`config.mk`:
```
export PLATFORM = sky130hd
export DESIGN_NAME = dm_copy_engine
export DESIGN_NICKNAME = d
export VERILOG_FILES = /design/src/rtl/dm_copy_engine.sv
export SDC_FILE = /design/constraint.sdc
export NUM_CORES = 1
export LEC_CHECK = 0
export CAP_MARGIN = 20
export CORE_ASPECT_RATIO = 0.5
export CORE_MARGIN = 2
export CORE_UTILIZATION = 45
export CTS_BUF_LIST = sky130_fd_sc_hd__clkbuf_8 sky130_fd_sc_hd__clkbuf_16
export CTS_CLUSTER_DIAMETER = 50
export DETAILED_ROUTE_END_ITERATION = 6
export PLACE_DENSITY = 0.74
export SETUP_SLACK_MARGIN = 0.2
export SLEW_MARGIN = 30
export SYNTH_ARGS = -nofsm -noshare
export SYNTH_HDL_FRONTEND = slang
export SYNTH_SLANG_ARGS = --single-unit
```
`constraint.sdc`:
```
create_clock -name clk -period 2.25 [get_ports clk]
set_input_delay 0.5625 -clock clk [delete_from_list [all_inputs] [get_ports clk]]
set_output_delay 0.5625 -clock clk [all_outputs]
set_load 0.02 [all_outputs]
```
`src/rtl/dm_copy_engine.sv`:
```
// Word-at-a-time data-memory copy/fill engine: one read/write pair per copied word,
// one write per filled word, with every memory-facing output driven from a flop.
module dm_copy_engine #(
    parameter int ADDR_W = 10,
    parameter int DATA_W = 17
) (
    input  logic              clk,
    input  logic              rst_n,
    input  logic              start,
    input  logic              mode,
    input  logic [ADDR_W-1:0] src_addr,
    input  logic [ADDR_W-1:0] dst_addr,
    input  logic [ADDR_W:0]   len,
    input  logic [DATA_W-1:0] fill_val,
    output logic              busy,
    output logic              done,
    output logic [ADDR_W-1:0] dm_addr,
    output logic              dm_re,
    output logic              dm_we,
    output logic [DATA_W-1:0] dm_wrt_data,
    input  logic [DATA_W-1:0] dm_rd_data
);

    localparam logic [2:0] S_IDLE = 3'd0;
    localparam logic [2:0] S_RD   = 3'd1;
    localparam logic [2:0] S_WR   = 3'd2;
    localparam logic [2:0] S_FILL = 3'd3;
    localparam logic [2:0] S_DONE = 3'd4;

    localparam logic [ADDR_W-1:0] ADDR_ONE = ADDR_W'(1);
    localparam logic [ADDR_W:0]   CNT_ONE  = (ADDR_W + 1)'(1);

    logic [2:0]        state;
    logic [ADDR_W-1:0] src;
    logic [ADDR_W-1:0] dst;
    logic [ADDR_W:0]   cnt;

    // cnt holds the words still to be finished, including the one in progress;
    // the fill pattern lives in dm_wrt_data, which is otherwise untouched during FILL.
    always_ff @(posedge clk or negedge rst_n) begin
        if (!rst_n) begin
            state       <= S_IDLE;
            src         <= '0;
            dst         <= '0;
            cnt         <= '0;
            busy        <= 1'b0;
            done        <= 1'b0;
            dm_addr     <= '0;
            dm_re       <= 1'b0;
            dm_we       <= 1'b0;
            dm_wrt_data <= '0;
        end else begin
            case (state)
                S_IDLE: begin
                    if (start) begin
                        if (len == '0) begin
                            state <= S_DONE;
                            done  <= 1'b1;
                        end else begin
                            src  <= src_addr;
                            dst  <= dst_addr;
                            cnt  <= len;
                            busy <= 1'b1;
                            if (mode) begin
                                state       <= S_FILL;
                                dm_we       <= 1'b1;
                                dm_addr     <= dst_addr;
                                dm_wrt_data <= fill_val;
                            end else begin
                                state   <= S_RD;
                                dm_re   <= 1'b1;
                                dm_addr <= src_addr;
                            end
                        end
                    end
                end
                S_RD: begin
                    state       <= S_WR;
                    dm_re       <= 1'b0;
                    dm_we       <= 1'b1;
                    dm_addr     <= dst;
                    dm_wrt_data <= dm_rd_data;
                end
                S_WR: begin
                    src   <= src + ADDR_ONE;
                    dst   <= dst + ADDR_ONE;
                    cnt   <= cnt - CNT_ONE;
                    dm_we <= 1'b0;
                    if (cnt == CNT_ONE) begin
                        state   <= S_DONE;
                        busy    <= 1'b0;
                        done    <= 1'b1;
                        dm_addr <= '0;
                    end else begin
                        state   <= S_RD;
                        dm_re   <= 1'b1;
                        dm_addr <= src + ADDR_ONE;
                    end
                end
                S_FILL: begin
                    dst <= dst + ADDR_ONE;
                    cnt <= cnt - CNT_ONE;
                    if (cnt == CNT_ONE) begin
                        state   <= S_DONE;
                        busy    <= 1'b0;
                        done    <= 1'b1;
                        dm_we   <= 1'b0;
                        dm_addr <= '0;
                    end else begin
                        dm_addr <= dst + ADDR_ONE;
                    end
                end
                S_DONE: begin
                    state <= S_IDLE;
                    done  <= 1'b0;
                end
                default: begin
                    state   <= S_IDLE;
                    busy    <= 1'b0;
                    done    <= 1'b0;
                    dm_re   <= 1'b0;
                    dm_we   <= 1'b0;
                    dm_addr <= '0;
                end
            endcase
        end
    end

endmodule

```
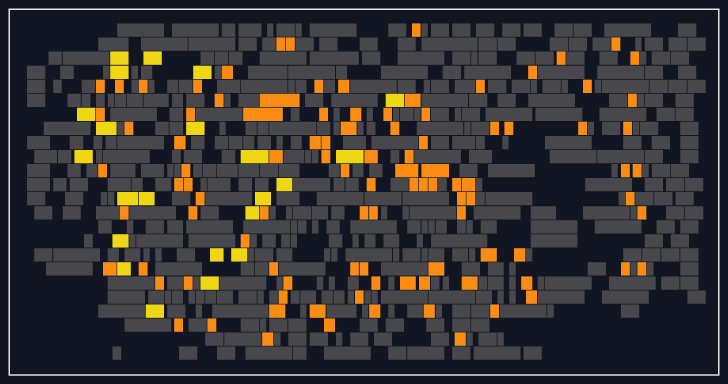
(images/logic_types.png)
[orange] aoi and oai cells | cells: 100 | most used: a21oi_1
[yellow] non-inverting ao/oa cells | cells: 22 | most used: a221o_1

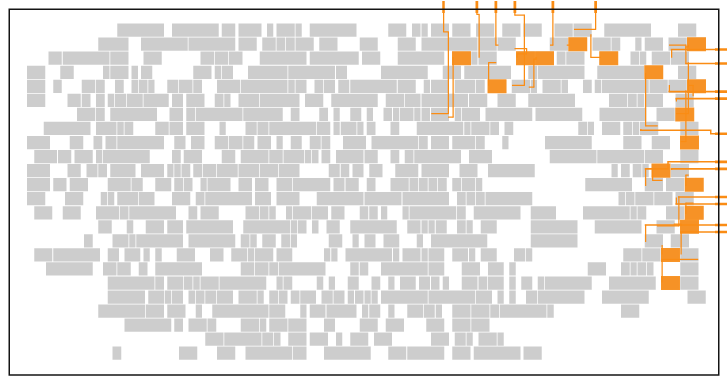
(images/io_fan.png)
[orange] fill_val | bits: 17 | direction: input | end cells: 17 | buffers: 17 | wire: 313 um

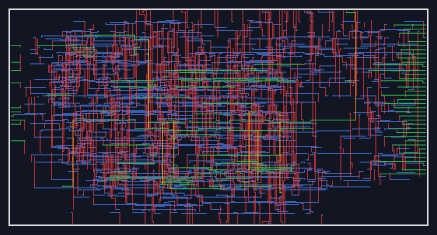
(images/wires.png)
[blue] metal 1 | wire length: 4,930 um
[green] metal 3 | wire length: 1,140 um
[orange] metal 4 | wire length: 186 um
[red] metal 2 | wire length: 5,370 um

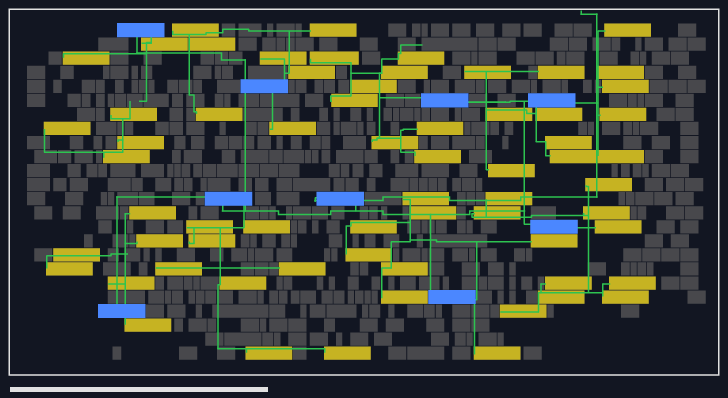
(images/clk_routes.png)
Scale bar: 50 um.
[yellow] flip-flops | count: 65
[blue] clock drivers | count: 9
[green] clock wires | length: 968 um
routed clock nets: 10

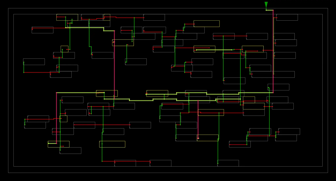
(images/clocks.png)
seq_cells: 65
clock sink count: 65
clk_lat worst skew: 0.34 ns

==> run_results.csv <==
group,metric,value,unit
clock_network,htreeDepth,3,
setup_path,slowest_delay,0.50,ns
finish,nNonClkBuffers,138,
detailed_routing,wl_met2,5.37,mm
clock_network,numCtsBuffers,9,
power_and_ir_drop,p_switching,0.00349,W
detailed_routing,vias_per_cell,5.74,
timing,finClkSkew,0.00692,ns
detailed_routing,top_layer,"met4",
die,io_pins,100,
status,status,"finished, final reports clean",
timing,setup_ws,0.257,ns
run,cap_violations,0,
detailed_routing,postRouteAntennaNets,0,
placed_design,hpwlAfterDp,8.37,mm
clock_network,tritoncts,"yes",
detailed_routing,route.vias.total,3923,
power_and_ir_drop,sequentialPower,0.00234,W
grt,grt_pass1_wl,18.2,mm
synth,most_common_cell,"dfrtp_1",
synth,ys_sh_simple,19.2,%
grt,met1_usage,32.6,%
grt,grt_max_degree,36,
placed_design,place_inst,668,
synth,syn_avg_cell_area,9.06,um2
synth,yosysUniqueCellTypes,54,
grt,met3_usage,7.60,%
placed_design,finalWeightedCongestion,0.897,
synth,ys.flops,65,
placed_design,detailedPlace.worstSlack,-0.243,ns
timing,maxSlewViolCount,0,
power_and_ir_drop,leakage,2.46,nW
timing,period_needed,1.99,ns
setup_path,ff2ff_path_depth,7,
clock_network,path_clk_slew,0.06,ns
synth,mux_area_share,10.3,%
finish,num_antenna_cells,0,
power_and_ir_drop,p_comb,0.00439,W
timing,hold_viol_final,0,
finish,final_common_cell,"clkdlybuf4s50_1",
power_and_ir_drop,power.density,1450,nW/um2
setup_path,r2r_start,"cnt[0]$_DFFE_PN0P_",
synth,yosysTopAreaCellShare,40.8,%
die,rows,24,
setup_path,cp.required,2.47,ns
synth,yosys_warnings,0,
setup_path,setup.worst_path.end_class,"flop",
power_and_ir_drop,combPwrFrac,52.3,%
worst_hold_path,hp-class,"input port to asynchronous set/reset pin",
synth,ys_sh_aoi,19.8,%
clock_network,post_cts_hold_buffer_count,0,
finish,comb_cells,336,
setup_path,arrival,2.21,ns
grt,use_met2,39.4,%
finish,regArea,1630,um2
clock_network,post_cts_buffers,0,
setup_path,cp_top_family,"AND-OR/OR-AND gates",
synth,top_area_cell,"dfrtp_1",
timing,holdWs,0.185,ns
placed_design,port-buffer-count,99,
die,core,8650,um2
grt,busiest_layer,"met2",
synth,floorplan.nets,513,
finish,drive_gt1_share,15.2,%
die,die_x,137,um
finish,signal_buffer_area_fraction,23.5,%
power_and_ir_drop,p_clk,0.00166,W
synth,topCombFamilyByArea,"AND-OR/OR-AND gates",
power_and_ir_drop,maxPowerGroup,"combinational cells",
finish,area_delta_synth_final,45.1,%
grt,grt-ovfl-total,0,
setup_path,rrSetupSlack,0.32,ns
grt,antenna_found_initial,0,
setup_path,cp_cell_sequence,"clkdlybuf4s50_1, nor4_2, buf_4, a31oi_4, a21o_4, o21ai_0, a221o_1",
synth,xor_share,3.52,%
synth,edf_count,0,
timing,max_freq,502,MHz
synth,yosysChipArea,3990,um2
setup_path,start_kind,"input port",
timing,slew_headroom,66.0,%
finish,clkbuf_count,10,
die,chipArea,9670,um2
detailed_routing,firstDrtPassIters,5,
timing,post-route-period-util,88.6,%
[how the worst max path moves through the flow]
stage | cells after the start | start | slack [ns] | endpoint
2_1_floorplan | 6 | len[7] | 0.36 | src[0]$_DFFE_PN0P_
3_3_place_gp | 7 | len[3] | -0.21 | cnt[5]$_DFFE_PN0P_
3_5_place_dp | 7 | len[3] | -0.24 | cnt[5]$_DFFE_PN0P_
4_1_cts | 7 | len[0] | 0.21 | cnt[5]$_DFFE_PN0P_
5_1_grt | 7 | len[0] | 0.16 | cnt[5]$_DFFE_PN0P_
6_report | 7 | len[0] | 0.26 | cnt[5]$_DFFE_PN0P_
[flip-flops by register name, indices dropped and copies added (netlist names)]
signal and flops:
busy 1, state 3, src 10, done 1, dm_addr 10, dm_re 1
cnt 11, dst 10, dm_we 1, dm_wrt_data 17
Power figures rest on the tool's default switching activity, not on a simulated workload.
